$ cat src/rtl/vend_ctrl_multi.sv
// -----------------------------------------------------------------------------
// vend_ctrl_multi
// Multi-product vending controller. It accepts coins, accumulates credit and
// vends one of NUM_PROD products, each with its own price and milk requirement.
// A vend returns change. After a period of inactivity the full credit is refunded.
//
// Optional feature macro: VEND_CANCEL_EN
//   When defined, the input port "cancel" is added. Asserting it in COUNTING
//   forces a refund. It takes priority over coins and selections, and any coin
//   on the same cycle is rejected.
//
// Ports
//   clk, reset          clock and synchronous active-high reset
//   power_on            machine enabled; while low, coins and selections are
//                       ignored in IDLE/COUNTING
//   coin_inserted       one-cycle coin strobe; coin_in carries value 1..3
//   sel_valid, sel      one-cycle selection strobe and product index
//   milk_present        milk reservoir level OK
//   cancel              (VEND_CANCEL_EN only) request refund of credit
//   dispense            one-cycle vend pulse with dispense_sel and change
//   refund              one-cycle refund pulse with refund_amt
//   coin_reject         one-cycle pulse: coin returned, not credited
//   sel_error           one-cycle pulse: selection refused
//   credit              current accumulated credit
//
// State | meaning
//   IDLE     | no credit; waiting for the first coin
//   COUNTING | credit held; coins accumulate, inactivity timer runs
//   DISPENSE | vend pulse cycle; credit clears on exit
//   REFUND   | refund pulse cycle; credit clears on exit
// -----------------------------------------------------------------------------
module vend_ctrl_multi #(
    parameter int                        NUM_PROD    = 4,
    parameter int                        SEL_W       = 2,
    parameter int                        CRED_W      = 5,
    parameter logic [NUM_PROD*CRED_W-1:0] PRICE_LIST = {5'd9, 5'd7, 5'd6, 5'd5},
    parameter logic [NUM_PROD-1:0]       MILK_MASK   = 4'b1010,
    parameter int                        MAX_CREDIT  = 20,
    parameter int                        TIMEOUT_CYC = 4
) (
    input  logic              clk,
    input  logic              reset,
    input  logic              power_on,
    input  logic              coin_inserted,
    input  logic [1:0]        coin_in,
    input  logic              sel_valid,
    input  logic [SEL_W-1:0]  sel,
    input  logic              milk_present,
`ifdef VEND_CANCEL_EN
    input  logic              cancel,
`endif
    output logic              dispense,
    output logic [SEL_W-1:0]  dispense_sel,
    output logic [CRED_W-1:0] change,
    output logic              refund,
    output logic [CRED_W-1:0] refund_amt,
    output logic              coin_reject,
    output logic              sel_error,
    output logic [CRED_W-1:0] credit
);

    localparam int TMR_W = $clog2(TIMEOUT_CYC + 1);

    typedef enum logic [1:0] {IDLE, COUNTING, DISPENSE, REFUND} state_t;

    state_t            state, state_n;
    logic [TMR_W-1:0]  timer, timer_n;
    logic [CRED_W-1:0] credit_n, credit_eff, price;
    logic [CRED_W-1:0] change_n, refund_amt_n;
    logic [SEL_W-1:0]  dispense_sel_n;
    logic              dispense_n, refund_n, coin_reject_n, sel_error_n;
    logic [CRED_W:0]   coin_sum;
    logic              coin_ok, need_milk, sel_in_range, cancel_req;

`ifdef VEND_CANCEL_EN
    assign cancel_req = cancel;
`else
    assign cancel_req = 1'b0;
`endif

    // The sum is one bit wider than credit, so the ceiling compare cannot wrap.
    assign coin_sum     = (CRED_W+1)'(credit) + (CRED_W+1)'(coin_in);
    assign coin_ok      = (coin_in != 2'd0) && (coin_sum <= (CRED_W+1)'(MAX_CREDIT));
    assign sel_in_range = (32'(sel) < NUM_PROD);

    // The loop lookup never indexes past the table when sel >= NUM_PROD.
    always_comb begin
        price     = '0;
        need_milk = 1'b0;
        for (int i = 0; i < NUM_PROD; i++) begin
            if (32'(sel) == i) begin
                price     = PRICE_LIST[i*CRED_W +: CRED_W];
                need_milk = MILK_MASK[i];
            end
        end
    end

    always_ff @(posedge clk) begin
        if (reset) begin
            state        <= IDLE;
            timer        <= '0;
            credit       <= '0;
            dispense     <= 1'b0;
            dispense_sel <= '0;
            change       <= '0;
            refund       <= 1'b0;
            refund_amt   <= '0;
            coin_reject  <= 1'b0;
            sel_error    <= 1'b0;
        end else begin
            state        <= state_n;
            timer        <= timer_n;
            credit       <= credit_n;
            dispense     <= dispense_n;
            dispense_sel <= dispense_sel_n;
            change       <= change_n;
            refund       <= refund_n;
            refund_amt   <= refund_amt_n;
            coin_reject  <= coin_reject_n;
            sel_error    <= sel_error_n;
        end
    end

    always_comb begin
        state_n        = state;
        timer_n        = timer;
        credit_n       = credit;
        credit_eff     = credit;
        dispense_n     = 1'b0;
        dispense_sel_n = '0;
        change_n       = '0;
        refund_n       = 1'b0;
        refund_amt_n   = '0;
        coin_reject_n  = 1'b0;
        sel_error_n    = 1'b0;

        case (state)
            IDLE: begin
                if (power_on) begin
                    if (coin_inserted) begin
                        if (coin_ok) begin
                            credit_n = coin_sum[CRED_W-1:0];
                            timer_n  = '0;
                            state_n  = COUNTING;
                        end else begin
                            coin_reject_n = 1'b1;
                        end
                    end
                    if (sel_valid) sel_error_n = 1'b1;
                end
            end
            COUNTING: begin
                if (power_on) begin
                    if (cancel_req) begin
                        state_n       = REFUND;
                        refund_n      = 1'b1;
                        refund_amt_n  = credit;
                        coin_reject_n = coin_inserted;
                    end else begin
                        // A coin is credited first, so a selection in the same
                        // cycle is judged against the updated credit.
                        if (coin_inserted) begin
                            if (coin_ok) begin
                                credit_eff = coin_sum[CRED_W-1:0];
                                timer_n    = '0;
                            end else begin
                                coin_reject_n = 1'b1;
                            end
                        end
                        credit_n = credit_eff;
                        if (sel_valid) begin
                            if (!sel_in_range || (credit_eff < price) ||
                                (need_milk && !milk_present)) begin
                                sel_error_n = 1'b1;
                                timer_n     = '0;
                            end else begin
                                state_n        = DISPENSE;
                                dispense_n     = 1'b1;
                                dispense_sel_n = sel;
                                change_n       = credit_eff - price;
                            end
                        end else if (!coin_inserted) begin
                            if (timer == TMR_W'(TIMEOUT_CYC - 1)) begin
                                state_n      = REFUND;
                                refund_n     = 1'b1;
                                refund_amt_n = credit;
                            end else begin
                                timer_n = timer + 1'b1;
                            end
                        end
                    end
                end
            end
            DISPENSE, REFUND: begin
                credit_n      = '0;
                timer_n       = '0;
                state_n       = IDLE;
                coin_reject_n = coin_inserted;
                sel_error_n   = sel_valid;
            end
            default: state_n = IDLE;
        endcase
    end

endmodule

$ cat config.mk
export PLATFORM = sky130hd
export DESIGN_NAME = vend_ctrl_multi
export DESIGN_NICKNAME = d
export VERILOG_FILES = /design/src/rtl/vend_ctrl_multi.sv
export SDC_FILE = /design/constraint.sdc
export NUM_CORES = 1
export LEC_CHECK = 0
export CORE_ASPECT_RATIO = 0.7
export CORE_MARGIN = 8
export CORE_UTILIZATION = 40
export CTS_BUF_LIST = sky130_fd_sc_hd__clkbuf_8
export DETAILED_ROUTE_END_ITERATION = 6
export PLACE_DENSITY = 0.65
export SLEW_MARGIN = 20
export SYNTH_ARGS = -nofsm -noshare
export SYNTH_HDL_FRONTEND = slang
export SYNTH_SLANG_ARGS = --single-unit
$ cat constraint.sdc
create_clock -name clk -period 7.6 [get_ports clk]
set_input_delay 1.14 -clock clk [delete_from_list [all_inputs] [get_ports clk]]
set_output_delay 1.14 -clock clk [all_outputs]
set_load 0.02 [all_outputs]
Figure 1. Floorplan with the power grid (run 1).
The bar under the picture is 20 µm long. Pins as bars on the die edge.
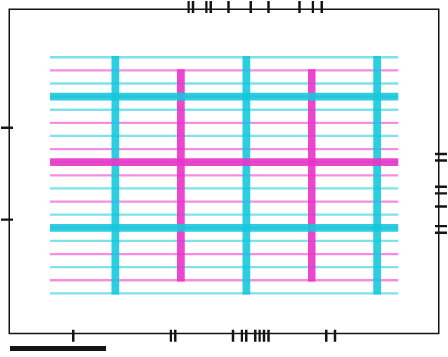
| net | color |
|---|---|
| VSS | cyan |
| VDD | magenta |
met4 straps: 5
met5 straps: 3
signal pins: 31
met1 rails: 19
rows: 18
core area: 3540 µm²
Die H: 66.9 µm
die span in x: 88.7 µm
peak supply drop: 0.000114 V

Figure 2. Cell classes on the final placement (run 1).
The bar under the picture is 20 µm long.
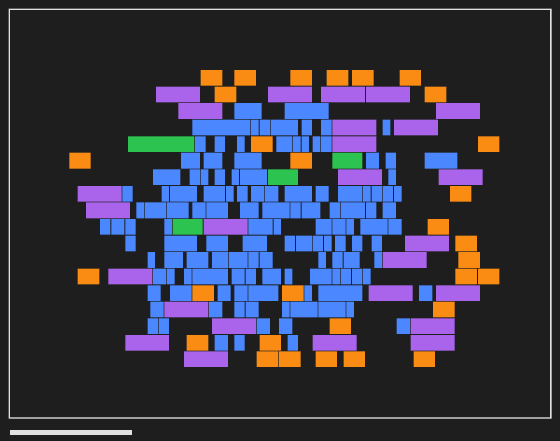
| class | color | cells | share of their area |
|---|---|---|---|
| all other logic | blue | 128 | 51% |
| clock drivers and dummy loads | green | 4 | 4.0% |
| flip-flops | purple | 26 | 29% |
| other buffers and delay cells | orange | 30 | 17% |
Row Count: 18
Util after Layout: 52.8%
design area: 1870 µm²
fraction of area in registers: 27.9%

==> results.py, run 1 <==
# Generated from Yosys and OpenROAD reports
metrics = {
    "route": {
        "num_vias": 1278,
        "remaining_drc_errors": 0,
        "totalWireLength_um": 3760,
        "dr_wl_met2_um": 1750,
        "dr_wl_met3_um": 272,
        "vias_per_cell": 5.37,
        "drt-met1-wl_um": 1700,
    },
    "logic_synthesis": {
        "yosys.area.top_type_share_pct": 35.1,
        "syn-num-nets": 183,
        "ys_ff": 26,
        "fa_ha_area_share_pct": 11.1,
        "yosysMostFrequentCell": "dfxtp_1",
        "logic_family": "simple AND/OR/NAND/NOR gates",
        "flop_cell": "dfxtp_1",
        "synth.area.top_cells": "dfxtp_1, ha_1, nor3_1",
    },
    "setup_path": {
        "crit_chain": "clkdlybuf4s50_1 > ha_1 > inv_1 > fa_1 > inv_1 > o2111ai_1 > and3_1 > nor2_1 > a21oi_1 > ha_1 > nor2b_1 > o21ai_0 > a21boi_0 > o311ai_4 > o221a_2",
        "cp_slowest_cell": "fa_1",
        "critPathMaxStageDelay_ps": 560,
        "cp_data_arrival_time_ps": 5220,
        "worstPathRequired_ps": 7820,
        "end_kind": "flip-flop",
        "worst-path-buf-inv": 3,
        "timing.rr.end": "state[0]",
        "worstSetupStartpointType": "primary input",
    },
    "sta": {
        "hold_slack_ps": 451,
        "period_used_pct": 65.7,
        "setup_tns_ps": 0,
        "slew_viol_final": 0,
        "min_period_ps": 4990,
        "fmax_mhz": 200,
    },
    "global_route": {
        "grtUsageTotal_pct": 13.8,
        "use_met1_pct": 17.7,
        "grt_pass1_wl_um": 6310,
        "grtUsageMet3_pct": 4.55,
        "grt_pass1_vias": 1306,
    },
    "finish": {
        "antenna_cells": 0,
        "signal_buffers": 30,
        "finalNonFillerCells": 238,
        "synthToLayoutAreaGrowth_pct": 25.9,
        "final_common_cell": "clkdlybuf4s50_1",
        "fill_cells": 334,
        "buf_share_pct": 16.1,
        "drive_gt1_share_pct": 7.98,
    },
    "power_and_ir_drop": {
        "p_seq_share_pct": 46.4,
        "power.leakage_uw": 0.000722,
        "p_int_uw": 228,
        "combinationalPowerShare_pct": 14.8,
        "switching_share_pct": 24.2,
        "p_switching_uw": 72.8,
        "p_comb_uw": 44.6,
    },
    "die": {
        "io_pins": 31,
        "initCoreUtil_pct": 41.9,
        "dieArea_um2": 5940,
    },
    "cts": {
        "clock_sinks": 26,
        "clkTransAtPathRegs_ps": 90,
        "cts_setup_buffers": 0,
        "clock-root-buffer": "clkbuf_8",
    },
    "outcome": {
        "status": "completed",
    },
    "placement": {
        "dpl.hpwl_um": 2950,
        "globalplace.congestion": 0.919,
    },
    "worst_hold_path": {
        "min_from": "timer[2]",
        "min_to": "timer[2]",
    },
    "job": {
        "cap_violations": 0,
    },
}
Figure 3. Clock network drawn from the DEF (run 1).
The bar under the picture is 20 µm long.
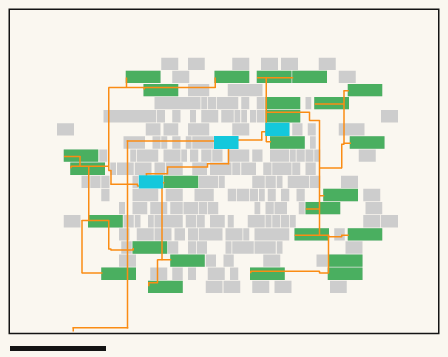
[flip-flops] green | count: 26
[cells driving clock nets] cyan | count: 3
[clock wires] orange | length: 377 µm
routed clock nets: 4
Clk pwr share: 38.7%
Power Clock: 116 µW
clk_lat worst skew: 270 ps
skew final: 2.24 ps

==> run 1 -> run 2 <==
- PLACE_DENSITY: 0.65 -> 0.68
- clock period: 7.6 -> 4.5 ns (I/O delays scaled with it)
Figure 4. Floorplan with the power grid (run 2).
The bar under the picture is 20 µm long. Pins as bars on the die edge.
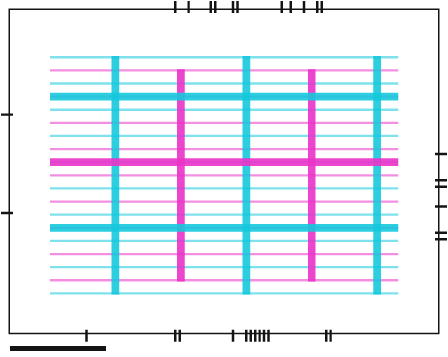
| net | color |
|---|---|
| VDD | magenta |
| VSS | cyan |
met1 rails: 19
signal pins: 31
met5 straps: 3
met4 straps: 5
peak supply drop: 0.000155 V

==> results.py, run 2 <==
# Generated from Yosys and OpenROAD reports
metrics = {
    "setup_path": {
        "worstSetupStartpointType": "primary input",
        "critPathMaxStageDelay_ps": 510,
        "crit_chain": "clkdlybuf4s50_1 > ha_1 > inv_1 > fa_1 > inv_1 > o2111ai_1 > and3_1 > nor2_1 > a21oi_1 > ha_1 > nor2b_1 > o21ai_0 > a21boi_2 > o311ai_4 > buf_4 > nor3_1",
        "worst-path-buf-inv": 4,
        "r2r_setup_slack_ps": 780,
        "cp_data_arrival_time_ps": 4340,
        "cp_slowest_cell": "clkdlybuf4s50_1",
        "end_kind": "flip-flop",
        "worstPathRequired_ps": 4650,
        "timing.rr.end": "change[2]",
    },
    "finish": {
        "final_util_pct": 53.7,
        "finalNonFillerCells": 242,
        "clock_buffers": 3,
        "synthToLayoutAreaGrowth_pct": 28.2,
        "final_common_cell": "clkdlybuf4s50_1",
        "fill_cells": 332,
        "seqCellArea_um2": 520,
        "antenna_cells": 0,
        "buf_share_pct": 17.4,
        "stdcell_area_um2": 1900,
        "clock_area_share_pct": 3.75,
    },
    "die": {
        "dieArea_um2": 5940,
        "fp.coreArea_um2": 3540,
        "initCoreUtil_pct": 41.9,
        "die_w_um": 88.7,
        "num_rows": 18,
        "io_pins": 31,
    },
    "outcome": {
        "status": "completed",
    },
    "route": {
        "dr_wl_met2_um": 1590,
        "dr_wl_met3_um": 345,
        "remaining_drc_errors": 0,
        "drt-met1-wl_um": 1620,
        "vias_per_cell": 5.30,
        "num_vias": 1282,
        "totalWireLength_um": 3610,
    },
    "worst_hold_path": {
        "min_from": "timer[2]",
        "min_to": "timer[2]",
    },
    "logic_synthesis": {
        "fa_ha_area_share_pct": 11.1,
        "ys_ff": 26,
        "logic_family": "simple AND/OR/NAND/NOR gates",
        "yosysMostFrequentCell": "dfxtp_1",
        "synth.area.top_cells": "dfxtp_1, ha_1, nor3_1",
        "flop_cell": "dfxtp_1",
        "yosys.area.top_type_share_pct": 35.1,
    },
    "cts": {
        "numCtsBuffers": 3,
        "cts_setup_buffers": 0,
        "clock_sinks": 26,
        "clock-root-buffer": "clkbuf_8",
        "clkTransAtPathRegs_ps": 90,
    },
    "global_route": {
        "grt-ovfl-total": 0,
        "grtUsageMet3_pct": 5.16,
        "grtUsageTotal_pct": 12.8,
        "grt_pass1_vias": 1185,
        "grt_pass1_wl_um": 5810,
        "grt_max_degree": 16,
    },
    "sta": {
        "slew_viol_final": 0,
        "period_used_pct": 93.2,
        "hold_slack_ps": 494,
        "maxSlewHeadroom_pct": 62.2,
        "tightest_slew_ps": 562,
        "min_period_ps": 4190,
        "fmax_mhz": 238,
        "setup_tns_ps": 0,
        "skew_ps": 3.08,
    },
    "power_and_ir_drop": {
        "clkPwrFrac_pct": 38.4,
        "pg_clk_uw": 196,
        "switching_share_pct": 24.1,
        "combinationalPowerShare_pct": 15.5,
        "power.leakage_uw": 0.000741,
        "p_seq_share_pct": 46.1,
        "p_int_uw": 388,
        "p_switching_uw": 123,
        "p_comb_uw": 79.4,
    },
    "job": {
        "cap_violations": 0,
    },
    "placement": {
        "globalplace.congestion": 0.858,
        "dpl.hpwl_um": 2860,
    },
}
Power is estimated from default activity; no workload was simulated.
